[src/rtl/fetch_queue.sv]
// fetch_queue: decoupling FIFO between instruction fetch and decode.
// Holds {pc, instr} pairs in a DEPTH-entry circular buffer and hands them to
// decode over a valid/ready handshake. A flush (taken jump) drops every queued
// and incoming entry.
// Optional macro FETCH_QUEUE_PERF_EN adds stall_cnt/flush_cnt perf counters.
module fetch_queue #(
  parameter int DEPTH   = 2,   // power of two, >= 2
  parameter int ADDR_W  = 32,
  parameter int INSTR_W = 32
) (
  input  logic                       clk,
  input  logic                       rst,
  input  logic                       flush,
  input  logic                       in_valid,
  input  logic [ADDR_W-1:0]          in_pc,
  input  logic [INSTR_W-1:0]         in_instr,
  output logic                       in_ready,
  output logic                       out_valid,
  output logic [ADDR_W-1:0]          out_pc,
  output logic [INSTR_W-1:0]         out_instr,
  input  logic                       out_ready,
  output logic [$clog2(DEPTH+1)-1:0] count
`ifdef FETCH_QUEUE_PERF_EN
  ,
  output logic [31:0]                stall_cnt,
  output logic [31:0]                flush_cnt
`endif
);

  localparam int CNT_W = $clog2(DEPTH + 1);
  localparam int PTR_W = $clog2(DEPTH);

  // Storage; no reset needed because out_valid gates what decode sees.
  logic [ADDR_W-1:0]  pc_mem    [DEPTH];
  logic [INSTR_W-1:0] instr_mem [DEPTH];

  logic [PTR_W-1:0] rd_ptr_q, rd_ptr_d;
  logic [PTR_W-1:0] wr_ptr_q, wr_ptr_d;
  logic [CNT_W-1:0] count_q,  count_d;

  logic full;
  logic empty;
  logic push;
  logic pop;

  // Handshake flags come purely from registered occupancy, so there is no
  // combinational path from out_ready to in_ready.
  assign full      = (count_q == CNT_W'(DEPTH));
  assign empty     = (count_q == '0);
  assign in_ready  = ~full;
  assign out_valid = ~empty;
  assign push      = in_valid & in_ready;
  assign pop       = out_valid & out_ready;
  assign count     = count_q;

  // Head entry is forced to zero while empty so decode never sees stale data.
  assign out_pc    = out_valid ? pc_mem[rd_ptr_q]    : '0;
  assign out_instr = out_valid ? instr_mem[rd_ptr_q] : '0;

  // Next-state for pointers and occupancy; flush overrides push/pop.
  always_comb begin
    rd_ptr_d = rd_ptr_q;
    wr_ptr_d = wr_ptr_q;
    count_d  = count_q;
    if (flush) begin
      rd_ptr_d = '0;
      wr_ptr_d = '0;
      count_d  = '0;
    end else begin
      // Pointers wrap naturally because DEPTH is a power of two.
      if (push) wr_ptr_d = wr_ptr_q + PTR_W'(1);
      if (pop)  rd_ptr_d = rd_ptr_q + PTR_W'(1);
      unique case ({push, pop})
        2'b10:   count_d = count_q + CNT_W'(1);
        2'b01:   count_d = count_q - CNT_W'(1);
        default: count_d = count_q;
      endcase
    end
  end

  // Pointer/occupancy registers with synchronous reset.
  always_ff @(posedge clk) begin
    if (rst) begin
      rd_ptr_q <= '0;
      wr_ptr_q <= '0;
      count_q  <= '0;
    end else begin
      rd_ptr_q <= rd_ptr_d;
      wr_ptr_q <= wr_ptr_d;
      count_q  <= count_d;
    end
  end

  // Storage write; a push in a flush or reset cycle is simply not stored.
  always_ff @(posedge clk) begin
    if (push && !flush && !rst) begin
      pc_mem[wr_ptr_q]    <= in_pc;
      instr_mem[wr_ptr_q] <= in_instr;
    end
  end

`ifdef FETCH_QUEUE_PERF_EN
  logic [31:0] stall_cnt_q;
  logic [31:0] flush_cnt_q;

  // Perf counters: fetch stalls on a full queue, and flushes seen.
  always_ff @(posedge clk) begin
    if (rst) begin
      stall_cnt_q <= '0;
      flush_cnt_q <= '0;
    end else begin
      if (in_valid && !in_ready) stall_cnt_q <= stall_cnt_q + 32'd1;
      if (flush)                 flush_cnt_q <= flush_cnt_q + 32'd1;
    end
  end

  assign stall_cnt = stall_cnt_q;
  assign flush_cnt = flush_cnt_q;
`endif

`ifndef SYNTHESIS
  // Simulation-only sanity checks on occupancy and pointer consistency.
  always_ff @(posedge clk) begin
    if (!rst) begin
      assert (count_q <= CNT_W'(DEPTH));
      assert (!(pop && empty));
      assert (!(push && full));
      assert ((wr_ptr_q - rd_ptr_q) == PTR_W'(count_q));
    end
  end
`endif

endmodule
[config.mk]
export PLATFORM = sky130hd
export DESIGN_NAME = fetch_queue
export DESIGN_NICKNAME = d
export VERILOG_FILES = /design/src/rtl/fetch_queue.sv
export SDC_FILE = /design/constraint.sdc
export NUM_CORES = 1
export LEC_CHECK = 0
export ABC_AREA = 1
export ABC_CLOCK_PERIOD_IN_PS = 5550
export CAP_MARGIN = 10
export CORE_MARGIN = 1
export CORE_UTILIZATION = 48
export DETAILED_ROUTE_END_ITERATION = 6
export GPL_TIMING_DRIVEN = 0
export HOLD_SLACK_MARGIN = 0.03
export PLACE_DENSITY = 0.87
export RECOVER_POWER = 25
export SYNTH_ARGS = -nofsm -noshare
export SYNTH_HDL_FRONTEND = slang
export SYNTH_SLANG_ARGS = --single-unit
[constraint.sdc]
create_clock -name clk -period 5.55 [get_ports clk]
set_input_delay 0.555 -clock clk [delete_from_list [all_inputs] [get_ports clk]]
set_output_delay 0.555 -clock clk [all_outputs]
set_load 0.005 [all_outputs]
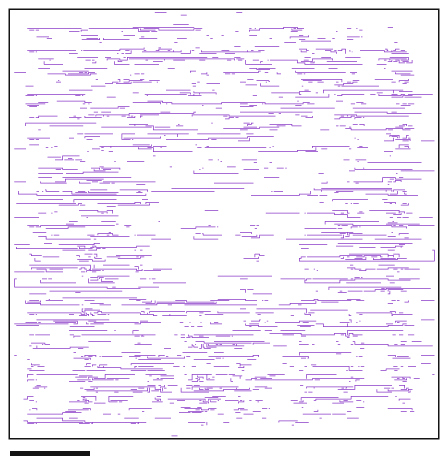
Fig. 1. The metal 1 layer (run 1).
Bar = 20 µm.
- wire length on this layer: 4530 µm
- longest straight run: 33.6 µm
- main direction: horizontal
- share of all routed wire: 40%
Total Routed Length: 11400 µm
total number of vias: 3443
GR Layer Usage met1: 25.1%

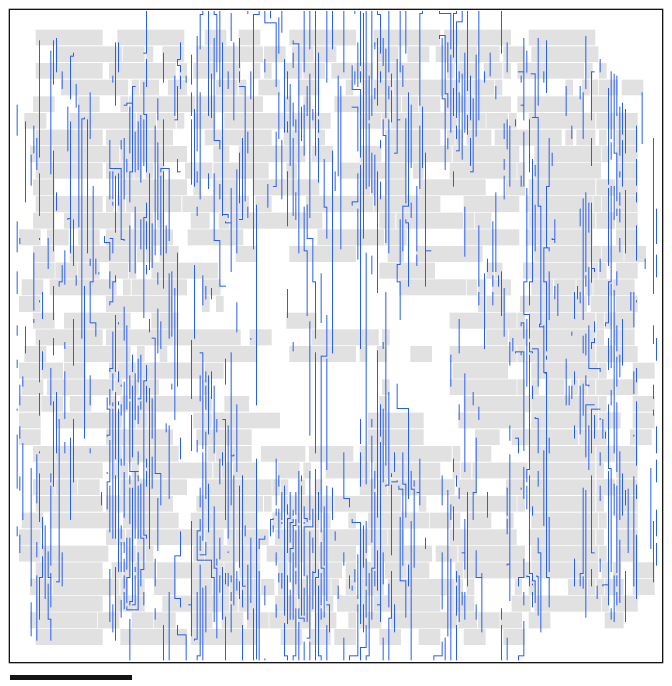
Fig. 2. Metal 2 (run 1).
Bar = 20 µm.
- share of all routed wire: 54%
- longest straight run: 38.2 µm
met2 usage: 38.5%

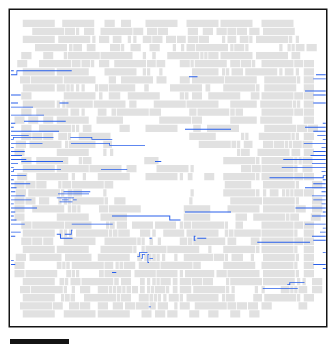
Fig. 3. M3 wires (run 1).
Bar = 20 µm.
- nets with wire on the layer: 93
- longest straight run: 19.3 µm
- main direction: horizontal
- share of all routed wire: 5.1%

==> impl_metrics.env, run 1 <==
# physical design summary
export IMPL_fin_util_pct=71.3
export IMPL_synth_cellmix_simpleShare_pct=11.0
export IMPL_synth_avg_cell_area_um2=13.8
export IMPL_post_drt_wl_per_cell_um=16.6
export IMPL_critPathSlowestCell="clkdlybuf4s50_1"
export IMPL_clk_share_pct=7.73
export IMPL_post_route_period_util_pct=47.3
export IMPL_worst_hold_path_num_cells=2
export IMPL_depth_of_the_cts_h_tree=4
export IMPL_powerComb_uw=191
export IMPL_mux_area_share_pct=0
export IMPL_timing_clock_skew_ps=11.0
export IMPL_group_drawing_the_most_power="sequential cells"
export IMPL_power_frac_seq_pct=47.1
export IMPL_setup_viol=0
export IMPL_final_layout_top_logic_cells="nand2_1 (138), edfxtp_1 (128), clkdlybuf4s50_1 (94)"
export IMPL_p_per_area_nw_per_um2=321
export IMPL_timing_final_ws_setup_ps=2920
export IMPL_seq_cell_share_pct=52.9
export IMPL_synth_chip_area_um2=5240
export IMPL_clock_latency_late_pin_ps=510
export IMPL_cp_end_kind="primary output"
export IMPL_final_hold_viol_count=0
export IMPL_synth_lib_cells_used_distinct=17
export IMPL_final_comb_area_um2=1120
export IMPL_stage_log_warnings=26
export IMPL_cap_viol_max_count=0
export IMPL_cp_depth=5
export IMPL_relSlewSlack_pct=51.4
export IMPL_edf_count=128
export IMPL_tritoncts_clock_tree="yes"
export IMPL_unrepaired_setup_endpoints_after_global_routing="false"
export IMPL_ys_flop_type="edfxtp_1"
export IMPL_logic_inverters=7
export IMPL_combinational_group_share_of_total_power_pct=8.0
export IMPL_regToRegStartpoint="count[0]"
export IMPL_status="finished, final reports clean"
export IMPL_multi_input_comb_cells=220
export IMPL_instances_no_fill=687
export IMPL_achievable_frequency_mhz=381
export IMPL_ys_seq_share_pct=75.2
export IMPL_comb_area_share_pct=15.1
export IMPL_num_rows=37
export IMPL_timing_critical_path_cells="inv_2, buf_2, nand2_1, a21oi_1, clkdlybuf4s50_1"
export IMPL_final_nonclk_buf_share_pct=21.7
export IMPL_synth_cellmix_adderShare_pct=0.239
export IMPL_die_width_um=106
export IMPL_detail_route_drc_violations=0
export IMPL_clock_sinks=133
export IMPL_gp_congestion=0.742
export IMPL_cell_count_of_the_worst_reg_to_reg_path=6
export IMPL_place_hpwl_um=7580
export IMPL_grt_overflow_total=0
export IMPL_synthesis_instances=380
export IMPL_min_delay_start="rd_ptr_q"
export IMPL_actual_transition_at_the_worst_max_transition_pin_ps=727
export IMPL_syn_num_nets=450
export IMPL_antenna_cells_inserted=0
export IMPL_finalMaxSlewViolations=0
export IMPL_via_count_of_the_first_global_routing_pass=3597
export IMPL_cts_max_path_bufs=2
export IMPL_yosys_cells=380
export IMPL_critPathRequiredTime_ps=4990
[run 1: logic make-up (layout without fill, tap and decap cells)]
family / count (synthesis) / count (layout)
DFF: 133 / 133
AOI/OAI and AO/OA: 67 / 67
and+or+nand+nor: 152 / 152
adders and majority gates: 1 / 1
buffers and inverters: 27 / 198
[run 1: state kept, by name, indices dropped and copies added, names as in the netlist, named ones only]
register and cells:
count 2, instr_mem 64, pc_mem 64, rd_ptr_q 1
wr_ptr_q 1
[run 1: routing by layer]
layer	vias to the layer above	track usage [%]	routed length, µm
met3	11	5.52	586
met5	-	0	13
met2	130	38.5	6180
met1	1650	25.1	4530
li1	1650	-	-
met4	2	6.65	84
Fig. 4: run 1, congestion heat map
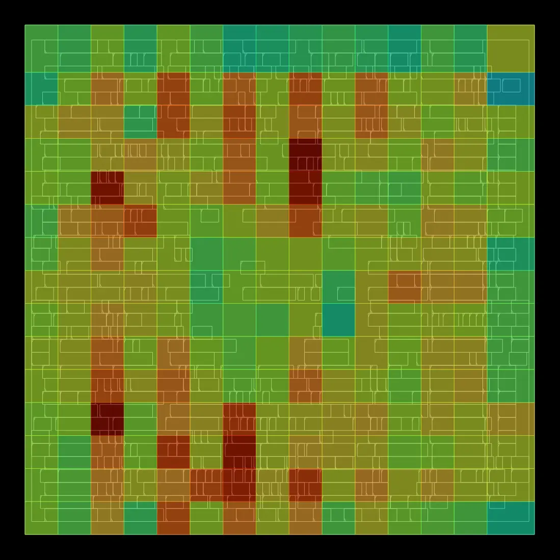

==> run 2: changes to the inputs <==
- ABC_CLOCK_PERIOD_IN_PS: 5550 -> 2100
- CORE_UTILIZATION: 48 -> 44
- PLACE_DENSITY: 0.87 -> 0.84
- clock period: 5.55 -> 2.1 ns (I/O delays scaled with it)
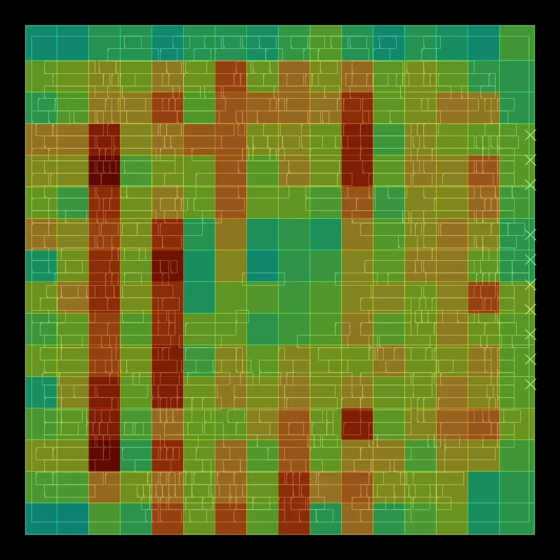
Fig. 5. Congestion heat map (run 2).
met2 usage: 33.1%
wire per inst: 15.7 µm
fin util: 65.9%
GR Layer Usage met1: 21.3%

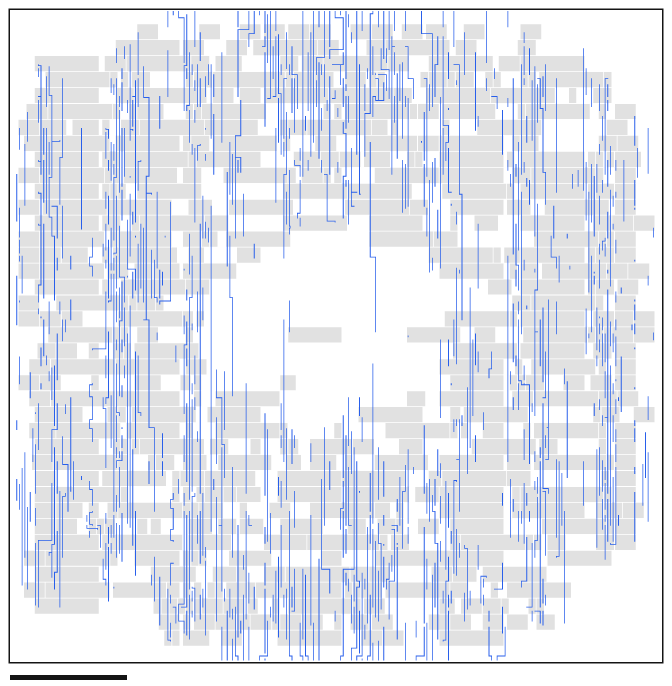
Fig. 6. Metal 2 (run 2).
Bar = 20 µm.
- wire length on this layer: 5710 µm
- longest straight run: 55.4 µm
- nets with wire on the layer: 532
- main direction: vertical

==> run 2 against run 1 <==
Compared with the run above:
- the run now ends with design-rule violations left
- critical endpoint is now out_pc[6]
- clock-buffer cell count grew 1
- power went up to 2.7 times the previous value
- register-to-register slack got worse by 3100 ps
==> impl_metrics.env, run 2 <==
# physical design summary
export IMPL_status="finished with violations"
export IMPL_violations="design-rule violations"
export IMPL_syn_num_nets=450
export IMPL_critPathRequiredTime_ps=1890
export IMPL_instances_no_fill=699
export IMPL_route_layer_met1_wl_um=4370
export IMPL_tritoncts_clock_tree="yes"
export IMPL_crit_path_start_kind="flip-flop"
export IMPL_hold_slack_ps=388
export IMPL_detail_route_drc_violations=20
export IMPL_antenna_cells_inserted=1
export IMPL_cell_count_of_the_worst_reg_to_reg_path=6
export IMPL_synth_cellmix_simpleShare_pct=11.0
export IMPL_p_per_area_nw_per_um2=844
export IMPL_synth_lib_cells_used_distinct=17
export IMPL_combinational_group_share_of_total_power_pct=7.9
export IMPL_finalMaxSlewViolations=0
export IMPL_cp_depth=5
export IMPL_timing_clock_skew_ps=4.68
export IMPL_cap_viol_max_count=0
export IMPL_group_drawing_the_most_power="sequential cells"
export IMPL_amount_of_wire_on_met2_after_detailed_routing_um=5710
export IMPL_synth_avg_cell_area_um2=13.8
export IMPL_path_max_fanout=10
export IMPL_final_comb_area_um2=1150
export IMPL_timing_final_ws_setup_ps=34.3
export IMPL_globalRouteMet3Util_pct=5.90
export IMPL_ys_seq_share_pct=75.2
export IMPL_gp_congestion=0.760
export IMPL_place_hpwl_um=7160
export IMPL_synth_cellmix_adderShare_pct=0.239
export IMPL_synth_cellmix_compoundShare_pct=9.91
export IMPL_via_count_of_the_first_global_routing_pass=3635
export IMPL_cts_root_buf="clkbuf_16"
export IMPL_comb_area_share_pct=15.2
export IMPL_actual_transition_at_the_worst_max_transition_pin_ps=858
export IMPL_ys_flop_type="edfxtp_1"
export IMPL_logic_inverters=7
export IMPL_multi_input_comb_cells=221
export IMPL_edf_count=128
export IMPL_cp_end_kind="primary output"
export IMPL_final_nonclk_buf_share_pct=22.2
export IMPL_biggestCellCategory="flip-flops and latches"
export IMPL_num_rows=39
export IMPL_synthesis_instances=380
export IMPL_relSlewSlack_pct=42.8
export IMPL_synthMostInstantiatedCell="nand2_1"
export IMPL_yosys_cells=380
export IMPL_clock_sinks=133
export IMPL_final_layout_top_logic_cells="nand2_1 (137), edfxtp_1 (128), clkdlybuf4s50_1 (81)"
export IMPL_depth_of_the_cts_h_tree=4
export IMPL_clk_share_pct=7.78
export IMPL_min_delay_start="in_pc[7]"
export IMPL_rr_endpoint="pc_mem[0][16]"
export IMPL_seq_cell_share_pct=52.0
export IMPL_timing_critical_path_cells="buf_6, buf_6, nand2_1, a21oi_1, clkdlybuf4s50_1"
export IMPL_die_width_um=111
export IMPL_synth_chip_area_um2=5240
export IMPL_clock_latency_late_pin_ps=410
export IMPL_ff_count=133
export IMPL_grt_overflow_total=0
export IMPL_dr_max_layer_used="met4"
export IMPL_power_frac_seq_pct=46.5
export IMPL_grt_busiest_layer="met2"
export IMPL_achievable_frequency_mhz=484
export IMPL_cts_max_path_bufs=2
export IMPL_stage_log_warnings=28
export IMPL_dieArea_um2=12400
export IMPL_timing_critical_path_mode_cell="buf_6"
export IMPL_mux_area_share_pct=0
export IMPL_powerComb_uw=508
export IMPL_unrepaired_setup_endpoints_after_global_routing="true"
export IMPL_regToRegStartpoint="count[0]"
export IMPL_route_met3_wl_um=737
export IMPL_critPathSlowestCell="clkdlybuf4s50_1"
export IMPL_setup_viol=0
export IMPL_final_hold_viol_count=0
export IMPL_worst_hold_path_num_cells=1
export IMPL_top_cell_area_share_pct=73.3
export IMPL_post_route_period_util_pct=98.4
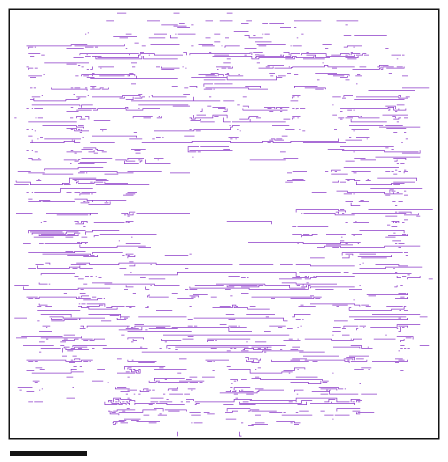
Fig. 7. The metal 1 layer (run 2).
Bar = 20 µm.
Total Routed Length: 11000 µm
total number of vias: 3429

-- run 2: what timing repair did --
action | 4_1_cts | 5_1_grt
endpoints found under the setup margin | 92 | 54
cloned | 2 | 1
setup buffers | 1 | 0
gates resized | 14 | 26
pin swaps | 1 | 0
-- run 2: stage by stage --
| stage | cell area (µm²) | utilization, % | TNS [ps] | power [µW] |
|---|---|---|---|---|
| CTS | 7510 | 65.2 | -6.15 | 6470 |
| floorplan | 5260 | - | 0 | 3230 |
| global placement | 6800 | 59.0 | -105710 | 3530 |
| detailed placement | 6860 | 59.6 | -28330 | 3550 |
| global route | 7590 | 65.9 | -132 | 6630 |
| finish | 7590 | 65.9 | 0 | 6410 |
==> run 3: changes to the inputs <==
- HOLD_SLACK_MARGIN: 0.03 -> 0.02
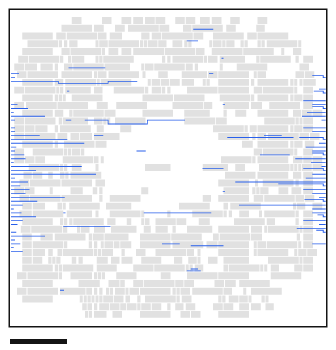
Fig. 8. M3 wires (run 3).
Bar = 20 µm.
- wire length on this layer: 738 µm
- nets with wire on the layer: 87
fraction of met3 tracks used by global routing: 5.90%

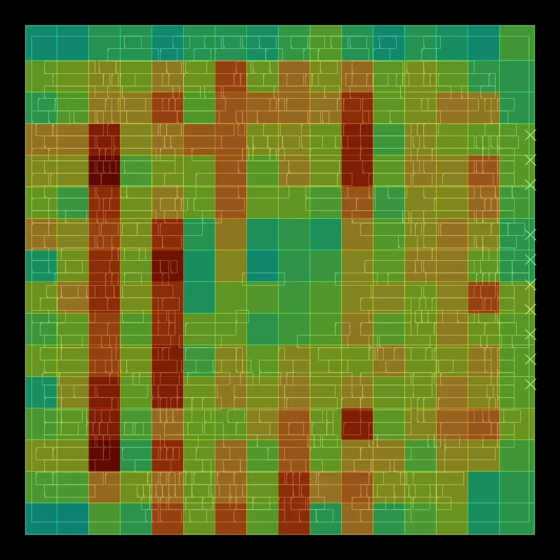
Fig. 9. Congestion heat map (run 3).
all-layer global routing usage: 18.9%
busiest layer in global routing: met2

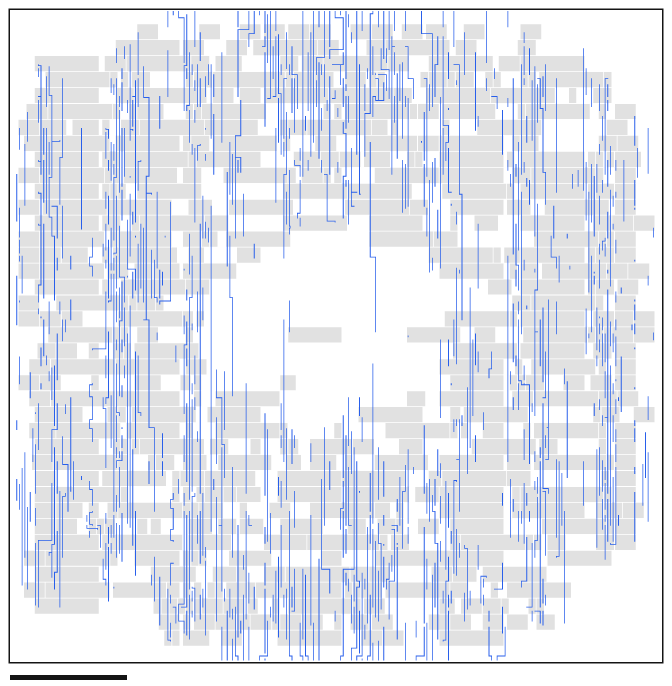
Fig. 10. Metal 2 (run 3).
Bar = 20 µm.

==> run 3 against run 2 <==
Compared with the run above:
- the flow still finishes with violations (design-rule violations)
- via count did not move
- clock power barely moved
- clock-buffer cell count unchanged
- first-iteration DRC count unchanged
- die area stayed put
- critical path depth unchanged
- combinational power about the same
- cell count did not move
- wire length unchanged
- flip-flop count did not move
- critical path type unchanged
- critical endpoint unchanged
- largest cell class unchanged
==> impl_metrics.env, run 3 <==
# physical design summary
export IMPL_status="finished with violations"
export IMPL_violations="design-rule violations"
export IMPL_mux_area_share_pct=0
export IMPL_tritoncts_clock_tree="yes"
export IMPL_powerComb_uw=508
export IMPL_yosys_cells=380
export IMPL_dieArea_um2=12400
export IMPL_timing_critical_path_cells="buf_6, buf_6, nand2_1, a21oi_1, clkdlybuf4s50_1"
export IMPL_ys_seq_share_pct=75.2
export IMPL_post_drt_wl_per_cell_um=15.7
export IMPL_timing_clock_skew_ps=4.68
export IMPL_synth_cellmix_adderShare_pct=0.239
export IMPL_route_met3_wl_um=737
export IMPL_combinational_group_share_of_total_power_pct=7.9
export IMPL_place_hpwl_um=7160
export IMPL_wirelength_um=11000
export IMPL_instances_no_fill=699
export IMPL_dpl_instance_area_um2=6860
export IMPL_critPathSlowestCell="clkdlybuf4s50_1"
export IMPL_via_count=3429
export IMPL_p_per_area_nw_per_um2=844
export IMPL_final_layout_top_logic_cells="nand2_1 (137), edfxtp_1 (128), clkdlybuf4s50_1 (81)"
export IMPL_grt_overflow_total=0
export IMPL_achievable_frequency_mhz=484
export IMPL_design_area_um2=7590
export IMPL_dr_max_layer_used="met4"
export IMPL_actual_transition_at_the_worst_max_transition_pin_ps=858
export IMPL_cts_max_path_bufs=2
export IMPL_synthMostInstantiatedCell="nand2_1"
export IMPL_p_sw_share_pct=20.4
export IMPL_timing_final_ws_setup_ps=34.3
export IMPL_top_cell_area_share_pct=73.3
export IMPL_synth_cellmix_simpleShare_pct=11.0
export IMPL_ys_top_cells_by_area="edfxtp_1 (73%), nand2_1 (9.9%), a21oi_2 (8.2%)"
export IMPL_synth_chip_area_um2=5240
export IMPL_edf_count=128
export IMPL_fin_tns_setup_ps=0
export IMPL_numSynthFlops=133
export IMPL_post_route_period_util_pct=98.4
export IMPL_finalMaxSlewViolations=0
export IMPL_p_int_uw=5100
export IMPL_die_width_um=111
export IMPL_crit_path_start_kind="flip-flop"
export IMPL_cp_end_kind="primary output"
export IMPL_cts_root_buf="clkbuf_16"
export IMPL_path_max_fanout=10
export IMPL_synth_avg_cell_area_um2=13.8
export IMPL_fin_util_pct=65.9
export IMPL_num_rows=39
export IMPL_clkPwrFrac_pct=45.5
export IMPL_unrepaired_setup_endpoints_after_global_routing="true"
export IMPL_setup_viol=0
export IMPL_power_frac_seq_pct=46.5
export IMPL_timing_critical_path_mode_cell="buf_6"
export IMPL_worst_path_arrival_ps=1860
export IMPL_hold_slack_ps=388
export IMPL_gp_congestion=0.760
export IMPL_cap_viol_max_count=0
export IMPL_p_total_uw=6410
export IMPL_clock_sinks=133
export IMPL_final_hold_viol_count=0
export IMPL_synth_cellmix_compoundShare_pct=9.91
export IMPL_stage_log_warnings=28
export IMPL_route_layer_met1_wl_um=4370
export IMPL_syn_num_nets=450
export IMPL_port_buffer_count=136
export IMPL_via_count_of_the_first_global_routing_pass=3635
export IMPL_met2_usage_pct=33.1
export IMPL_ys_flop_type="edfxtp_1"
export IMPL_group_drawing_the_most_power="sequential cells"
export IMPL_depth_of_the_cts_h_tree=4
export IMPL_clock_latency_late_pin_ps=410
export IMPL_detail_route_drc_violations=20
## run 3: cell counts after synthesis
No cell type changed its count.
## run 3: timing repair
action / in CTS / in global routing
gates cloned: 2 / 1
hold endpoints to repair: 0 / 0
gates resized: 14 / 26
setup endpoints to repair: 92 / 54
pin swaps: 1 / 0
buffers inserted: 1 / 0
## run 3: final timing paths
path,from,to,slack [ps],cells past startpoint
setup / recovery,flip-flop,out_pc[6],30,5
hold reg to reg,wr_ptr_q,wr_ptr_q,510,2
hold / removal,in_pc[7],pc_mem[1][7],390,1
setup reg to reg,count[0],pc_mem[0][16],250,6
## run 3: cell type report
type	count	area, µm²
fill	826	3930
clock buffer	19	433
tap	143	179
sequential	133	3950
multi-input combinational	221	1150
antenna	1	2.50
inverter	7	28.8
buffer	20	211
clock inverter	13	158
timing repair buffer	142	1480
No activity file was given, so power comes from the tool's default toggle rates.
